===== config.mk =====
export PLATFORM = sky130hd
export DESIGN_NAME = alu_seq
export DESIGN_NICKNAME = d
export VERILOG_FILES = /design/src/rtl/alu_pkg.sv /design/src/rtl/alu_seq_stats.sv /design/src/rtl/alu_seq.sv
export SDC_FILE = /design/constraint.sdc
export NUM_CORES = 1
export LEC_CHECK = 0
export ABC_AREA = 1
export CAP_MARGIN = 25
export CORE_MARGIN = 3
export CORE_UTILIZATION = 35
export CTS_BUF_LIST = sky130_fd_sc_hd__clkbuf_4
export DETAILED_ROUTE_END_ITERATION = 10
export PLACE_DENSITY_LB_ADDON = 0.1
export SLEW_MARGIN = 5
export SYNTH_ARGS = -nofsm -noshare
export SYNTH_HDL_FRONTEND = slang
export SYNTH_SLANG_ARGS = --single-unit
export TNS_END_PERCENT = 10

===== constraint.sdc =====
create_clock -name i_clk -period 1.8 [get_ports i_clk]
set_clock_uncertainty 0.05 [all_clocks]
set_input_delay 0.54 -clock i_clk [delete_from_list [all_inputs] [get_ports i_clk]]
set_output_delay 0.54 -clock i_clk [all_outputs]
set_load 0.05 [all_outputs]

===== src/rtl/alu_pkg.sv =====
// alu_pkg: shared constants, flag layout and FSM state type for alu_seq.
// Statistics are built only when ALU_SEQ_STATS_EN is defined.
package alu_pkg;

  // Default datapath widths
  localparam int unsigned DATA_W_DEF = 10;
  localparam int unsigned OPC_W_DEF  = 3;
  localparam int unsigned FLAG_W     = 4;

  // Statistics counter widths
  localparam int unsigned OP_CNT_W  = 16;
  localparam int unsigned OVF_CNT_W = 8;

  // Bit positions inside the 4-bit flag vector {NEG,POS,ZERO,OVF}
  localparam int unsigned FLAG_NEG  = 3;
  localparam int unsigned FLAG_POS  = 2;
  localparam int unsigned FLAG_ZERO = 1;
  localparam int unsigned FLAG_OVF  = 0;

  // Opcodes
  localparam logic [2:0] OPC_ADD  = 3'd0;
  localparam logic [2:0] OPC_SUB  = 3'd1;
  localparam logic [2:0] OPC_MAX  = 3'd2;
  localparam logic [2:0] OPC_MIN  = 3'd3;
  localparam logic [2:0] OPC_AND  = 3'd4;
  localparam logic [2:0] OPC_ORR  = 3'd5;
  localparam logic [2:0] OPC_XOR  = 3'd6;
  localparam logic [2:0] OPC_XNOR = 3'd7;

  // Flag payload as seen on the ALU and response busses
  typedef struct packed {
    logic neg;
    logic pos;
    logic zero;
    logic ovf;
  } alu_flag_t;

  // Sequencer states
  typedef enum logic [1:0] {
    ST_IDLE  = 2'd0,
    ST_ISSUE = 2'd1,
    ST_RESP  = 2'd2
  } alu_state_e;

  // True when a flag vector reports signed overflow
  function automatic logic flag_is_ovf(input alu_flag_t f);
    return f.ovf;
  endfunction

endpackage


===== src/rtl/alu_seq_stats.sv =====
// alu_seq_stats: response and overflow counters for alu_seq.
// Only present in builds with ALU_SEQ_STATS_EN defined.
`ifdef ALU_SEQ_STATS_EN
module alu_seq_stats
  import alu_pkg::*;
(
  input  logic                 i_clk,
  input  logic                 i_rst_n,
  input  logic                 i_rsp_hs,
  input  logic                 i_ovf_evt,
  output logic [OP_CNT_W-1:0]  o_op_count,
  output logic [OVF_CNT_W-1:0] o_ovf_count
);

  logic [OP_CNT_W-1:0]  op_cnt_q, op_cnt_d;
  logic [OVF_CNT_W-1:0] ovf_cnt_q, ovf_cnt_d;

  // Response count wraps; overflow count saturates at all-ones
  always_comb begin
    op_cnt_d  = op_cnt_q;
    ovf_cnt_d = ovf_cnt_q;
    if (i_rsp_hs) begin
      op_cnt_d = op_cnt_q + OP_CNT_W'(1);
    end
    if (i_ovf_evt && (ovf_cnt_q != {OVF_CNT_W{1'b1}})) begin
      ovf_cnt_d = ovf_cnt_q + OVF_CNT_W'(1);
    end
  end

  // Counter registers with synchronous clear
  always_ff @(posedge i_clk) begin
    if (!i_rst_n) begin
      op_cnt_q  <= '0;
      ovf_cnt_q <= '0;
    end else begin
      op_cnt_q  <= op_cnt_d;
      ovf_cnt_q <= ovf_cnt_d;
    end
  end

  assign o_op_count  = op_cnt_q;
  assign o_ovf_count = ovf_cnt_q;

endmodule
`endif


===== src/rtl/alu_seq.sv =====
// alu_seq: one-command-at-a-time sequencer around an external combinational ALU,
// with an accumulator for chained operations. Statistics via ALU_SEQ_STATS_EN.
module alu_seq
  import alu_pkg::*;
#(
  parameter int unsigned DATA_W = DATA_W_DEF,
  parameter int unsigned OPC_W  = OPC_W_DEF
) (
  input  logic                 i_clk,
  input  logic                 i_rst_n,
  input  logic                 i_cmd_valid,
  output logic                 o_cmd_ready,
  input  logic [DATA_W-1:0]    i_cmd_arg0,
  input  logic [DATA_W-1:0]    i_cmd_arg1,
  input  logic [OPC_W-1:0]     i_cmd_oper,
  input  logic                 i_cmd_chain,
  output logic [DATA_W-1:0]    o_alu_arg0,
  output logic [DATA_W-1:0]    o_alu_arg1,
  output logic [OPC_W-1:0]     o_alu_oper,
  input  logic [DATA_W-1:0]    i_alu_result,
  input  logic [FLAG_W-1:0]    i_alu_flag,
  output logic                 o_rsp_valid,
  input  logic                 i_rsp_ready,
  output logic [DATA_W-1:0]    o_rsp_result,
  output logic [FLAG_W-1:0]    o_rsp_flag,
  output logic [OP_CNT_W-1:0]  o_op_count,
  output logic [OVF_CNT_W-1:0] o_ovf_count
);

  alu_state_e state_q, state_d;

  logic              cmd_ready_q, cmd_ready_d;
  logic              rsp_valid_q, rsp_valid_d;
  logic [DATA_W-1:0] acc_q, acc_d;
  logic [DATA_W-1:0] alu_arg0_q, alu_arg0_d;
  logic [DATA_W-1:0] alu_arg1_q, alu_arg1_d;
  logic [OPC_W-1:0]  alu_oper_q, alu_oper_d;
  logic [DATA_W-1:0] rsp_result_q, rsp_result_d;
  alu_flag_t         rsp_flag_q, rsp_flag_d;

  logic cmd_hs_c;
  logic rsp_hs_c;
  logic capture_c;

  // Handshake and capture strobes decoded from the current state
  assign cmd_hs_c  = i_cmd_valid && (state_q == ST_IDLE);
  assign rsp_hs_c  = i_rsp_ready && (state_q == ST_RESP);
  assign capture_c = (state_q == ST_ISSUE);

  // State register
  always_ff @(posedge i_clk) begin
    if (!i_rst_n) begin
      state_q <= ST_IDLE;
    end else begin
      state_q <= state_d;
    end
  end

  // Next-state logic: IDLE -> ISSUE (one cycle) -> RESP until consumed
  always_comb begin
    state_d = state_q;
    case (state_q)
      ST_IDLE:  if (cmd_hs_c) state_d = ST_ISSUE;
      ST_ISSUE: state_d = ST_RESP;
      ST_RESP:  if (rsp_hs_c) state_d = ST_IDLE;
      default:  state_d = ST_IDLE;
    endcase
  end

  // Output/datapath next values; everything holds unless loaded or captured
  always_comb begin
    cmd_ready_d  = (state_d == ST_IDLE);
    rsp_valid_d  = (state_d == ST_RESP);
    acc_d        = acc_q;
    alu_arg0_d   = alu_arg0_q;
    alu_arg1_d   = alu_arg1_q;
    alu_oper_d   = alu_oper_q;
    rsp_result_d = rsp_result_q;
    rsp_flag_d   = rsp_flag_q;
    if (cmd_hs_c) begin
      alu_arg0_d = i_cmd_chain ? acc_q : i_cmd_arg0;
      alu_arg1_d = i_cmd_arg1;
      alu_oper_d = i_cmd_oper;
    end
    if (capture_c) begin
      rsp_result_d = i_alu_result;
      rsp_flag_d   = alu_flag_t'(i_alu_flag);
      acc_d        = i_alu_result;
    end
  end

  // Datapath and registered handshake outputs
  always_ff @(posedge i_clk) begin
    if (!i_rst_n) begin
      cmd_ready_q  <= 1'b1;
      rsp_valid_q  <= 1'b0;
      acc_q        <= '0;
      alu_arg0_q   <= '0;
      alu_arg1_q   <= '0;
      alu_oper_q   <= OPC_W'(OPC_ADD);
      rsp_result_q <= '0;
      rsp_flag_q   <= '0;
    end else begin
      cmd_ready_q  <= cmd_ready_d;
      rsp_valid_q  <= rsp_valid_d;
      acc_q        <= acc_d;
      alu_arg0_q   <= alu_arg0_d;
      alu_arg1_q   <= alu_arg1_d;
      alu_oper_q   <= alu_oper_d;
      rsp_result_q <= rsp_result_d;
      rsp_flag_q   <= rsp_flag_d;
    end
  end

  assign o_cmd_ready  = cmd_ready_q;
  assign o_rsp_valid  = rsp_valid_q;
  assign o_alu_arg0   = alu_arg0_q;
  assign o_alu_arg1   = alu_arg1_q;
  assign o_alu_oper   = alu_oper_q;
  assign o_rsp_result = rsp_result_q;
  assign o_rsp_flag   = rsp_flag_q;

`ifdef ALU_SEQ_STATS_EN
  logic ovf_evt_c;

  // An overflow counts when its result is captured; reset wins over the capture
  assign ovf_evt_c = capture_c && flag_is_ovf(alu_flag_t'(i_alu_flag));

  alu_seq_stats u_stats (
    .i_clk       (i_clk),
    .i_rst_n     (i_rst_n),
    .i_rsp_hs    (rsp_hs_c),
    .i_ovf_evt   (ovf_evt_c),
    .o_op_count  (o_op_count),
    .o_ovf_count (o_ovf_count)
  );
`else
  assign o_op_count  = '0;
  assign o_ovf_count = '0;
`endif

endmodule


Run 1, routed clock nets over the placement:
Bar = 20 µm.
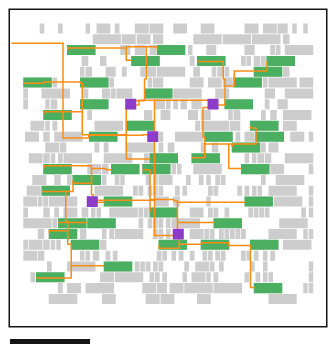
Key: purple = clock-net drivers [count 5]; green = flip-flops [count 41]; orange = clock wires [length 531 µm]
There are 6 routed clock nets.
worst skew pair latency: 0.34 ns
power share of the clock group: 17.1%

Run 1, supply network:
Pins as bars on the die edge. Tap cells in grey.
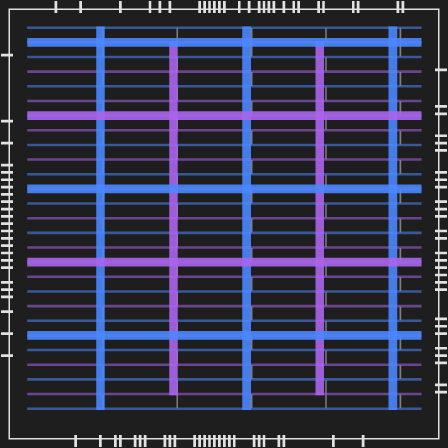
Key: purple = VDD; blue = VSS
5 straps on met4. 27 met1 rails follow the rows. 5 straps on met5.
die width: 79.4 µm
Std-Cell Core Area: 5170 µm²
IR Drop Worst-Case VDD: 0.404 mV
Die Y: 79.4 µm

Run 1, logic cells by family:
Bar = 20 µm.
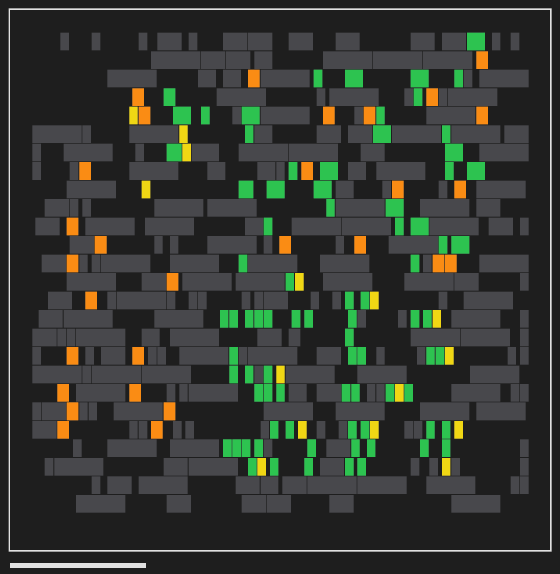
Key: green = nand cells [cells 81]; yellow = inv cells [cells 15]; orange = aoi and oai cells [cells 29]
logic gate fraction of the total cell area: 27.2%
Layout Cells excl Fill: 416
most frequent logic cell in the layout: sky130_fd_sc_hd__nand2_1

==> flow.log, run 1 <==
[flow] collecting metrics
[metrics] total cell area reported by yosys after synthesis: approximately 1900 µm²
[metrics] maximum count of clock buffers along a single path: 2
[metrics] Leading cell kind: non-clock buffers
[metrics] Inverters excl. clock: 15
[metrics] ratio of final minimum period to clock period: a little under nine tenths
[metrics] number of max-cap violations: 0
[metrics] Gate Area: 842 µm²
[metrics] Num CTS Buffers: 5
[metrics] Non-Clock Buffer Count: between 80 and 90
[metrics] Top Ports: about 110
[metrics] num tapcells: ~70
[metrics] OpenROAD warning count: 26
[metrics] sequential-to-total area share from yosys stat: 43.5%
[metrics] Post-synth area hogs: sky130_fd_sc_hd__dfxtp_1 43%, sky130_fd_sc_hd__nand2_1 13%, sky130_fd_sc_hd__nor2_1 12%, sky130_fd_sc_hd__buf_4 9.9%, sky130_fd_sc_hd__nand3b_1 5.6%
[metrics] vias in the first global route: about 1500
[metrics] row cnt: 26
[metrics] dominant register cell in the synthesized netlist: sky130_fd_sc_hd__dfxtp_1
[metrics] post-synth tally of flip-flops with integrated enable: 0
[metrics] number of hold buffers added after cts: 0
[metrics] number of sinks on the clock net: 41
[metrics] critical path peak fanout: 3
[metrics] Critical Path End Type: output port
[metrics] cell area after technology mapping: 1890 µm²
[metrics] all-layer global routing usage: ~15%
[metrics] biggest area consumer among synthesized cells: sky130_fd_sc_hd__dfxtp_1
[metrics] hold violation total from the final report: 0
[metrics] final net count: just under 400
[metrics] flop count: ~41
[metrics] count of antenna diodes in the layout: 0
[metrics] floorplan utilization: between 30% and 40%
[metrics] most frequent cells in the layout: 64 x sky130_fd_sc_hd__nand2_1, 62 x sky130_fd_sc_hd__nor2_1, 41 x sky130_fd_sc_hd__clkdlybuf4s50_1, 41 x sky130_fd_sc_hd__dfxtp_1, 39 x sky130_fd_sc_hd__buf_12
[metrics] final core utilization: between 50% and 60%
[metrics] dominant kind of combinational cell: simple AND/OR/NAND/NOR gates
[metrics] final-report max-slew violation count: 0
[metrics] maximum cell stage delay along the critical path: around 0.44 ns
[metrics] area of all sequential standard cells: ~820 µm²
[metrics] maximum number of pins on one net before global-route repair: 24
[metrics] worst-case reg-to-reg path depth: 5
[metrics] GP Congestion: roughly 0.73
[metrics] shortest period the worst path allows: 1.53 ns
[metrics] fraction of area in non-clock buffers: 40.2%
[metrics] register clock-pin slew on the reported worst setup and hold paths: around 0.11 ns
[metrics] grt ovf: 0
[metrics] most common library cells after synthesis: 64 x sky130_fd_sc_hd__nand2_1, 62 x sky130_fd_sc_hd__nor2_1, 41 x sky130_fd_sc_hd__dfxtp_1, 25 x sky130_fd_sc_hd__buf_4, 15 x sky130_fd_sc_hd__a21oi_1
[metrics] xor/xnor share: 0%
[metrics] via count of the routed design: around 1800
[metrics] initial antenna violation count: 0
[metrics] share of post-route cells with drive strength above 1: between 10% and 20%
[metrics] post-detailed-placement cell area: a little over 3000 µm²
[metrics] Root Buffer: sky130_fd_sc_hd__clkbuf_4
[metrics] H-tree Lvls: 2
[metrics] result of the run: complete, no violations
[metrics] P per Cell Area: around 800 nW/µm²
[metrics] mean area per synthesized cell: approximately 7 µm²
[metrics] drt total wl: ~4.6 mm
[metrics] multiplexer share of the synthesized area: 0%
[metrics] final setup vio count: 0
[metrics] count of instantiated cells in the yosys netlist: roughly 270
[metrics] # resized after CTS: 0
[metrics] Post-route DRC: 0
[metrics] critical-path cell list: buf_12
[metrics] post-CTS repair timing setup buffer count: 0
[metrics] dpl hpwl: approximately 3.6 mm
[metrics] stages on the worst setup path: 1
[metrics] flip-flop and latch share of the layout cell area: 26.5%
[metrics] vias per std cell: roughly 4.2
run 1: cells by family after synthesis:
logic type | Yosys count
AOI/OAI and AO/OA | 29
buffers and inverters | 53
DFF | 41
other | 1
and+or+nand+nor | 144
run 1: where the power goes:
part,switching (mW),internal (mW)
combinational,0.553,0.432
clock,0.287,0.136
sequential,0.0817,0.984
total,0.922,1.55
run 1: registers in the layout, summed over array words and instances, names as in the netlist:
name          count
o_alu_arg0       10
o_rsp_flag        4
o_cmd_ready       1
state_q           2
o_rsp_valid       1
o_alu_oper        3
o_alu_arg1       10
o_rsp_result     10
run 1: final timing paths:
path / start / end / slack, ns
max: o_rsp_result[6] / o_rsp_result[6] / 0.27
min reg2reg: o_rsp_flag[3] / o_rsp_flag[3] / 0.48
max reg2reg: state_q[1] / o_alu_oper[2] / 0.54
min: o_rsp_flag[3] / o_rsp_flag[3] / 0.48
run 1: worst reg2reg max path, delay by kind of cell (launching register included):
| kind | cells | cell delay (ns) |
|---|---|---|
| AND/OR/NAND/NOR | 4 | 0.48 |
| buffers and inverters | 1 | 0.27 |
| flip-flops | 1 | 0.36 |
run 1: per-layer routing:
metal	track usage, %	up-vias	wire length [µm]
met5	0	-	0
met4	4.64	0	57
met3	6.55	6	419
met2	25.1	64	2250
met1	17.1	753	1910
li1	-	931	-
run 1: per-stage QoR:
step / total power [mW] / cells / setup slack, ns
3_3_place_gp: 2.07 / 410 / 0.0664
2_1_floorplan: 1.65 / 291 / 0.552
5_1_grt: 2.61 / 416 / 0.193
6_report: 2.47 / 416 / 0.268
4_1_cts: 2.50 / 416 / 0.245
3_5_place_dp: 2.08 / 410 / 0.0528
==> run 1 -> run 2 <==
Settings changed: DONT_BUFFER_PORTS set to 1, REMOVE_ABC_BUFFERS set to 1.
Clock period 1.8 ns to 1.45 ns, I/O delays scaled along.
Run 2, clock nets:
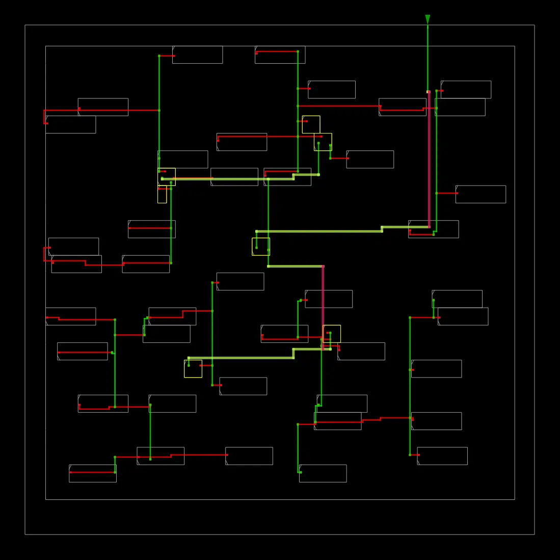
Num CTS Buffers: 5
tally of clock buffers in the finished layout: 6
Clock net power: 0.559 mW

==> run 2 against run 1 <==
Sequential cell count is the same. First-iteration DRC count fell by 54%. Synthesized cell count did not move. Die size stayed put.
==> flow.log, run 2 <==
[flow] collecting metrics
[metrics] most common library cells after synthesis: 64 x sky130_fd_sc_hd__nand2_1, 62 x sky130_fd_sc_hd__nor2_1, 41 x sky130_fd_sc_hd__dfxtp_1, 25 x sky130_fd_sc_hd__buf_4, 15 x sky130_fd_sc_hd__a21oi_1
[metrics] top layer used by detailed routing: met4
[metrics] xor/xnor share: 0%
[metrics] most frequent cells in the layout: 64 x sky130_fd_sc_hd__nand2_1, 62 x sky130_fd_sc_hd__nor2_1, 24 x sky130_fd_sc_hd__conb_1, 21 x sky130_fd_sc_hd__dfxtp_2
[metrics] H-tree Lvls: 2
[metrics] number of sinks on the clock net: 41
[metrics] final net count: around 320
[metrics] initial antenna violation count: 0
[metrics] internal power component: ~1.6 mW
[metrics] terminating pin of the worst hold path: o_cmd_ready
[metrics] ratio of final minimum period to clock period: a little over nine tenths
[metrics] dominant register cell in the synthesized netlist: sky130_fd_sc_hd__dfxtp_1
[metrics] Worst Hold Path Cells: 1
[metrics] Root Buffer: sky130_fd_sc_hd__clkbuf_4
[metrics] Die Y: roughly 79 µm
[metrics] maximum cell stage delay along the critical path: 0.36 ns
[metrics] Post-synth area hogs: sky130_fd_sc_hd__dfxtp_1 43%, sky130_fd_sc_hd__nand2_1 13%, sky130_fd_sc_hd__nor2_1 12%, sky130_fd_sc_hd__buf_4 9.9%, sky130_fd_sc_hd__nand3b_1 5.6%
[metrics] row cnt: 26
[metrics] final core utilization: 39.7%
[metrics] dpl ws: around 0.25 ns
[metrics] worst r2r dst: o_cmd_ready
[metrics] biggest area consumer among synthesized cells: sky130_fd_sc_hd__dfxtp_1
[metrics] Top Ports: around 110
[metrics] Pre-Repair DR Iteration Count: 4
[metrics] dominant kind of combinational cell: simple AND/OR/NAND/NOR gates
[metrics] register clock-pin slew on the reported worst setup and hold paths: approximately 0.11 ns
[metrics] final-report max-slew violation count: 0
[metrics] count of instantiated cells in the yosys netlist: 268
[metrics] met1 wire length: about 1.8 mm
[metrics] multiplexer share of the synthesized area: 0%
[metrics] worst-case reg-to-reg path depth: 4
[metrics] shortest period the worst path allows: 1.40 ns
[metrics] P per Cell Area: approximately 1300 nW/µm²
[metrics] amount of wire on met2 after detailed routing: 1.98 mm
[metrics] # resized after CTS: 21
[metrics] maximum number of pins on one net before global-route repair: roughly 40
[metrics] dpl hpwl: 2.91 mm
[metrics] setup slack of the critical path after layout: between 0.05 and 0.06 ns
[metrics] hold violation total from the final report: 0
[metrics] final setup vio count: 0
[metrics] OpenROAD warning count: 25
[metrics] hold path startpoint: i_rst_n
[metrics] Post-Synthesis Cells: roughly 270
[metrics] Register-to-Register Setup Slack: 0.27 ns
[metrics] number of max-cap violations: 0
[metrics] drt total wl: ~4.3 mm
[metrics] flip-flop and latch count after synthesis: 41
[metrics] Critical Path End Type: output port
[metrics] post-detailed-placement cell area: approximately 2000 µm²
[metrics] GR met3 Demand/Resource: 6.32%
[metrics] met3 wire length: approximately 460 µm
[metrics] Switching Power: 1.04 mW
[metrics] GP Congestion: 0.719
[metrics] die width: 79.4 µm
[metrics] worst skew pair latency: 0.35 ns
[metrics] maximum count of clock buffers along a single path: 2
[metrics] IR Drop Worst-Case VDD: 0.406 mV
[metrics] mean area per synthesized cell: around 7.0 µm²
[metrics] power share of the clock group: a little over a fifth
[metrics] number of hold buffers added after cts: 0
[metrics] cell area after technology mapping: between 1500 and 2000 µm²
[metrics] Std-Cell Core Area: between 5000 and 6000 µm²
[metrics] post-synth tally of flip-flops with integrated enable: 0
[metrics] share of post-route cells with drive strength above 1: around a fifth
[metrics] sequential cell fraction of total power: 55.2%
[metrics] DP Cell Count: about 350
[metrics] vias in the first global route: ~1200
[metrics] Comb pwr share: roughly a quarter
[metrics] vias per std cell: 4.25
[metrics] most frequent logic cell in the layout: sky130_fd_sc_hd__nand2_1
[metrics] result of the run: complete, no violations
[metrics] global-route track usage on met2: between 20% and 30%
[metrics] Post-route DRC: 0
[metrics] post-CTS repair timing setup buffer count: 0
[metrics] WP buf/inv: 1
[metrics] GRT Max-Usage Layer: met2
[metrics] count of antenna diodes in the layout: 0
[metrics] switch share: ~40%
[metrics] fraction of registers with async set/reset: 0%
[metrics] met1 GRT Util: around 15%
[metrics] reg2reg start: state_q[1]
[metrics] sequential-to-total area share from yosys stat: 43.5%
Run 2, logic cells by family:
Bar = 20 µm.
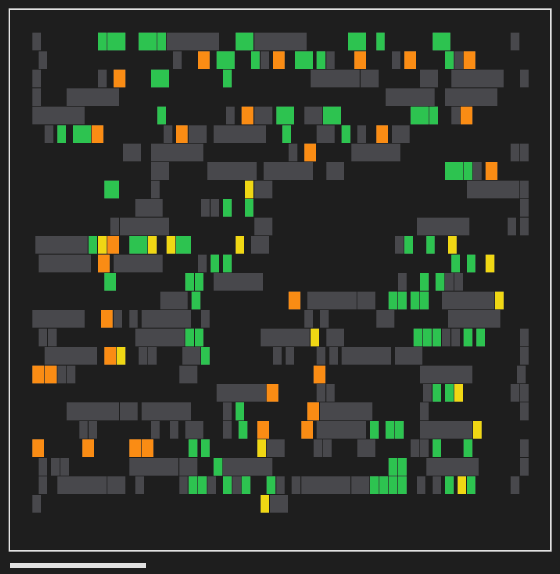
Key: green = nand cells [cells 81]; yellow = inv cells [cells 15]; orange = aoi and oai cells [cells 29, where spread over the die]
Layout Cells excl Fill: 352
logic gate fraction of the total cell area: 41.0%

-- run 2: cell counts after synthesis --
No cell type changed its count.
-- run 2: logic make-up after synthesis --
logic type,Yosys count
simple gates,144
buf+inv,53
flops,41
compound gates,29
other cells,1
-- run 2: cell type report --
cell class / count / area [µm²] / share of cell area [%]
clock buffer: 6 / 45.0 / 2.19
timing repair buffer: 22 / 173 / 8.40
sequential: 41 / 847 / 41.2
multi-input combinational: 197 / 842 / 41.0
inverter: 15 / 56.3 / 2.74
clock inverter: 1 / 3.75 / 0.183
tap: 70 / 87.6 / 4.26
-- run 2: metrics by stage --
step / power [mW] / hold slack (ns)
detailed placement: 2.09 / 0.428
CTS: 2.67 / 0.0967
global placement: 2.09 / 0.416
floorplan: 1.96 / 0.454
finish: 2.64 / 0.116
global route: 2.77 / 0.0835
-- run 2: power groups by stage --
stage | combinational [mW] | sequential, mW | clock [mW]
after floorplan | 0.351 | 1.61 | 0
after global placement | 0.625 | 1.47 | 0
after detailed placement | 0.625 | 1.47 | 0
after CTS | 0.626 | 1.46 | 0.586
after global routing | 0.679 | 1.47 | 0.621
final | 0.624 | 1.45 | 0.559
-- run 2: worst max path at each step --
| stage | start | end | slack [ns] | depth (start not counted) |
|---|---|---|---|---|
| detailed placement | i_cmd_chain | o_alu_arg0[0] | 0.25 | 5 |
| global placement | i_cmd_chain | o_alu_arg0[6] | 0.25 | 5 |
| CTS | o_rsp_result[4] | o_rsp_result[4] | 0.03 | 1 |
| global route | o_rsp_result[4] | o_rsp_result[4] | 0.01 | 1 |
| floorplan | state_q[1] | o_alu_arg0[0] | 0.11 | 4 |
| finish | o_rsp_result[4] | o_rsp_result[4] | 0.05 | 1 |
==> run 2 -> run 3 <==
Clock period 1.45 ns to 1.2 ns, I/O delays scaled along.
Run 3, logic cells by family:
Bar = 20 µm.
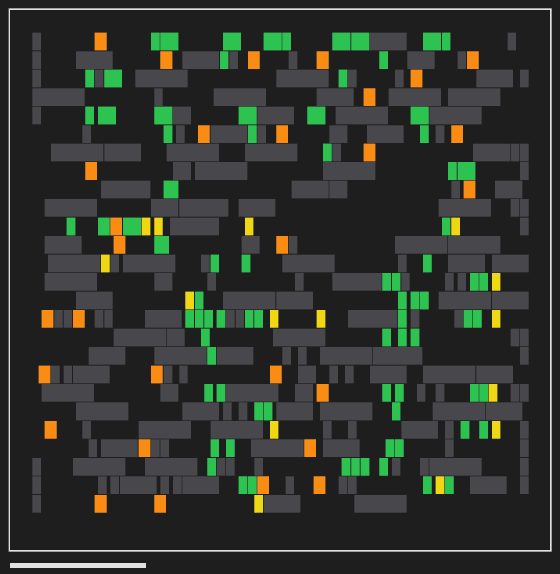
Key: yellow = inv cells [cells 15]; green = nand cells [cells 81]; orange = aoi and oai cells [cells 29, where spread over the die]
logic gate fraction of the total cell area: 32.8%
Layout Cells excl Fill: 374

==> run 3 against run 2 <==
Hold slack worse by 0.075 ns. Critical endpoint unchanged. First-iteration DRC count is 87% higher. Sequential cell count stayed put. Critical path type unchanged. Final cell count is 6.3% higher. Clock-buffer cell count is 2 higher. The run now ends with setup timing left. Total power is 34% higher. Synthesized area stayed put.
==> flow.log, run 3 <==
[flow] collecting metrics
[metrics] result of the run: finished, violations left
[metrics] failing checks: setup timing
[metrics] count of instantiated cells in the yosys netlist: 268
[metrics] final setup vio count: 39
[metrics] shortest period the worst path allows: 1.27 ns
[metrics] Post-route DRC: 0
[metrics] maximum count of clock buffers along a single path: 2
[metrics] cell area after technology mapping: 1890 µm²
[metrics] most common library cells after synthesis: 64 x sky130_fd_sc_hd__nand2_1, 62 x sky130_fd_sc_hd__nor2_1, 41 x sky130_fd_sc_hd__dfxtp_1, 25 x sky130_fd_sc_hd__buf_4, 15 x sky130_fd_sc_hd__a21oi_1
[metrics] antenna-violating nets left: 0
[metrics] OpenROAD warning count: 27
[metrics] worst r2r dst: o_alu_arg0[3]
[metrics] Top Ports: 105
[metrics] total cell area reported by yosys after synthesis: 1890 µm²
[metrics] Post-synth area hogs: sky130_fd_sc_hd__dfxtp_1 43%, sky130_fd_sc_hd__nand2_1 13%, sky130_fd_sc_hd__nor2_1 12%, sky130_fd_sc_hd__buf_4 9.9%, sky130_fd_sc_hd__nand3b_1 5.6%
[metrics] initial antenna violation count: 0
[metrics] Comb pwr share: a little over a third
[metrics] internal power component: 2.24 mW
[metrics] met1 wire length: 1.92 mm
[metrics] biggest area consumer among synthesized cells: sky130_fd_sc_hd__dfxtp_1
[metrics] area growth from synthesis to layout: 35.9%
[metrics] most frequent logic cell in the layout: sky130_fd_sc_hd__nand2_1
[metrics] amount of wire on met2 after detailed routing: roughly 2.1 mm
[metrics] number of sinks on the clock net: approximately 41
[metrics] total power: 3.54 mW
[metrics] Root Buffer: sky130_fd_sc_hd__clkbuf_4
[metrics] dominant register cell in the synthesized netlist: sky130_fd_sc_hd__dfxtp_1
[metrics] hold path startpoint: i_rst_n
[metrics] ratio of final minimum period to clock period: 106%
[metrics] H-tree Lvls: 2
[metrics] Std-Cell Core Area: 5170 µm²
[metrics] post-CTS repair timing setup buffer count: 0
[metrics] sequential-to-total area share from yosys stat: a little over two fifths
[metrics] via count of the routed design: between 1500 and 2000
[metrics] count of antenna diodes in the layout: 0
[metrics] mean area per synthesized cell: about 7 µm²
[metrics] floorplan utilization: a little over a third
[metrics] worst skew pair latency: between 0.3 and 0.4 ns
[metrics] Pre-Repair DR Iteration Count: 4
[metrics] die footprint: about 6300 µm²
[metrics] critical-path cell list: buf_12
[metrics] number of max-cap violations: 0
[metrics] Switching Power: between 1 and 1.5 mW
[metrics] termination of the worst setup path: o_rsp_result[4]
[metrics] critical path startpoint: o_rsp_result[4]
[metrics] met3 wire length: 392 µm
[metrics] fraction of registers with async set/reset: 0%
[metrics] maximum number of pins on one net before global-route repair: 40
[metrics] row cnt: 26
[metrics] worst-case reg-to-reg path depth: 5
[metrics] Critical Path End Type: output port
[metrics] drt total wl: 4.49 mm
[metrics] switch share: 36.8%
[metrics] Post-Synthesis Cells: between 200 and 300
[metrics] grt ovf: 0
[metrics] final core utilization: roughly half
[metrics] Num CTS Buffers: 5
[metrics] sequential cell fraction of total power: 44.5%
[metrics] register clock-pin slew on the reported worst setup and hold paths: 0.11 ns
[metrics] Worst Hold Path Cells: 1
[metrics] number of hold buffers added after cts: 0
[metrics] vias per std cell: 4.32
[metrics] final-report max-slew violation count: 0
[metrics] dpl hpwl: between 2 and 3 mm
[metrics] Register-to-Register Setup Slack: around 0.15 ns
[metrics] reg2reg start: state_q[1]
[metrics] critical path peak fanout: 2
[metrics] P per Cell Area: roughly 1400 nW/µm²
[metrics] hold violation total from the final report: 0
[metrics] WP buf/inv: 1
[metrics] flip-flop and latch count after synthesis: 41
[metrics] most frequent cells in the layout: 64 x sky130_fd_sc_hd__nand2_1, 62 x sky130_fd_sc_hd__nor2_1, 40 x sky130_fd_sc_hd__dfxtp_2, 34 x sky130_fd_sc_hd__buf_8, 24 x sky130_fd_sc_hd__conb_1
[metrics] final net count: ~350
[metrics] post-synth tally of flip-flops with integrated enable: 0
[metrics] vias in the first global route: 1395
[metrics] maximum cell stage delay along the critical path: 0.37 ns
[metrics] setup slack of the critical path after layout: -0.0664 ns
[metrics] all-layer global routing usage: approximately 14%
[metrics] top layer used by detailed routing: met4
[metrics] GP Congestion: 0.719
[metrics] dpl ws: 0.110 ns
[metrics] share of post-route cells with drive strength above 1: a little under a third
[metrics] die width: just under 80 µm
[metrics] stages on the worst setup path: 1
[metrics] terminating pin of the worst hold path: o_cmd_ready
[metrics] IR Drop Worst-Case VDD: roughly 0.67 mV
[metrics] post-synthesis cell type with the largest instance count: sky130_fd_sc_hd__nand2_1
[metrics] Die Y: 79.4 µm
Run 3, routed clock nets over the placement:
Bar = 20 µm.
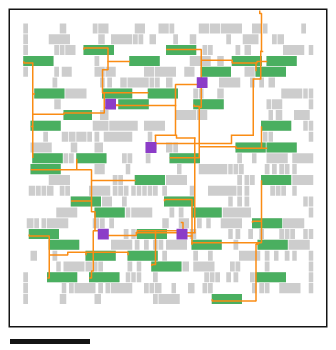
Key: orange = clock wires [length 551 µm]; green = flip-flops [count 41]; purple = clock-net drivers [count 5]
Position of the flops: spread over the die.
Clock net power: 0.722 mW
power share of the clock group: 20.4%

run 3: cell counts after synthesis:
No cell type changed its count.
run 3: area by class of cell:
class	instances	area (µm²)	share of cell area [%]
multi-input combinational	197	842	32.8
tap	70	87.6	3.41
clock buffer	8	60.1	2.34
sequential	41	871	34.0
timing repair buffer	43	648	25.3
inverter	15	56.3	2.20
run 3: timing repair:
item / in CTS / in global routing
pin swaps: 0 / 0
endpoints found under the setup margin: 39 / 41
cloned: 0 / 0
gates resized: 107 / 3
run 3: cells by family (layout without fill, tap and decap cells):
group	count (synthesis)	in the layout	share of synthesized area, %
simple gates	144	144	32.1
buf+inv	53	66	16.5
flops	41	41	43.5
compound gates	29	29	7.69
other cells	1	24	0.199
run 3: layer usage:
metal | vias to the layer above | track usage (%)
li1 | 849 | -
met1 | 698 | 18.0
met5 | - | 0
met4 | 0 | 5.15
met2 | 64 | 22.0
met3 | 6 | 5.42
run 3: per-stage QoR:
step           std cells  area (µm²)  hold slack [ns]
6_report             374        2560           0.0403
3_3_place_gp         366        2190            0.394
4_1_cts              374        2560           0.0138
5_1_grt              374        2560           0.0176
3_5_place_dp         366        2190            0.394
2_1_floorplan        253        1720            0.379
run 3: power by group through the flow:
| stage | Sequential [mW] | Combinational [mW] | Clock, mW |
|---|---|---|---|
| 2_1_floorplan | 1.95 | 0.424 | 0 |
| 5_1_grt | 1.59 | 1.33 | 0.854 |
| 4_1_cts | 1.57 | 1.25 | 0.780 |
| 6_report | 1.58 | 1.25 | 0.722 |
| 3_5_place_dp | 1.55 | 1.11 | 0 |
| 3_3_place_gp | 1.55 | 1.11 | 0 |

## Gallery

Cells coloured by class.
Bar = 20 µm.
picture 1
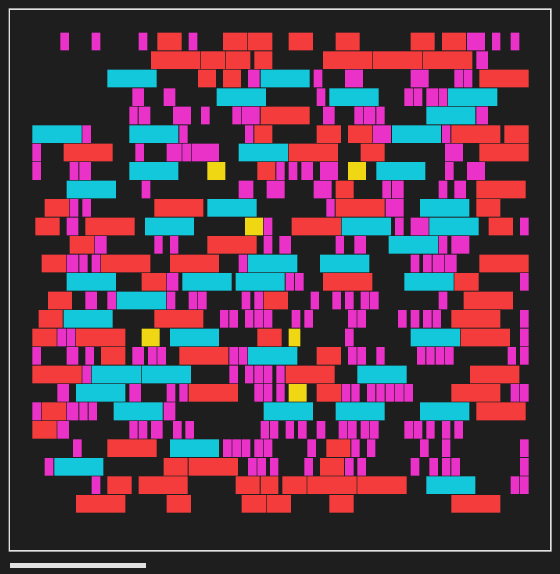
picture 2
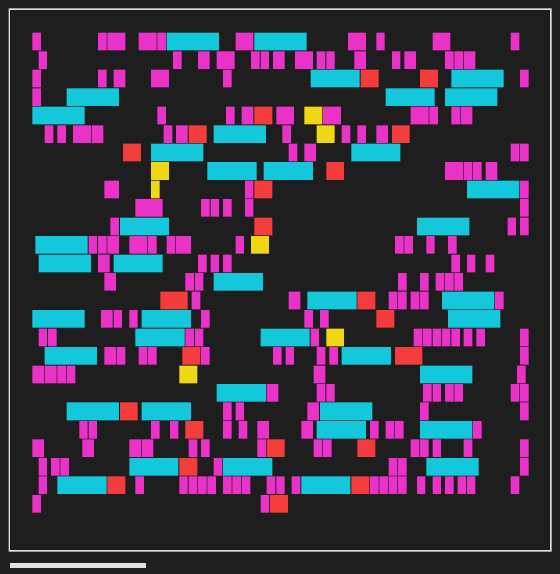
picture 3
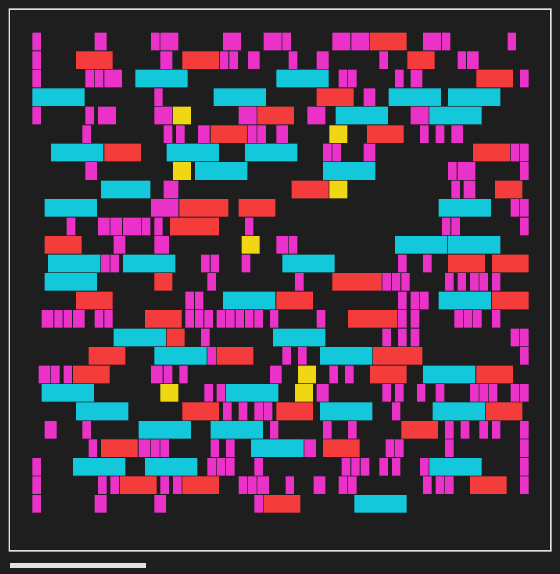
picture 3 -> run 3
picture 1 -> run 1
picture 2 -> run 2
- lowest utilization: picture 2
- highest utilization: picture 1

Power is estimated from default activity; no workload was simulated.
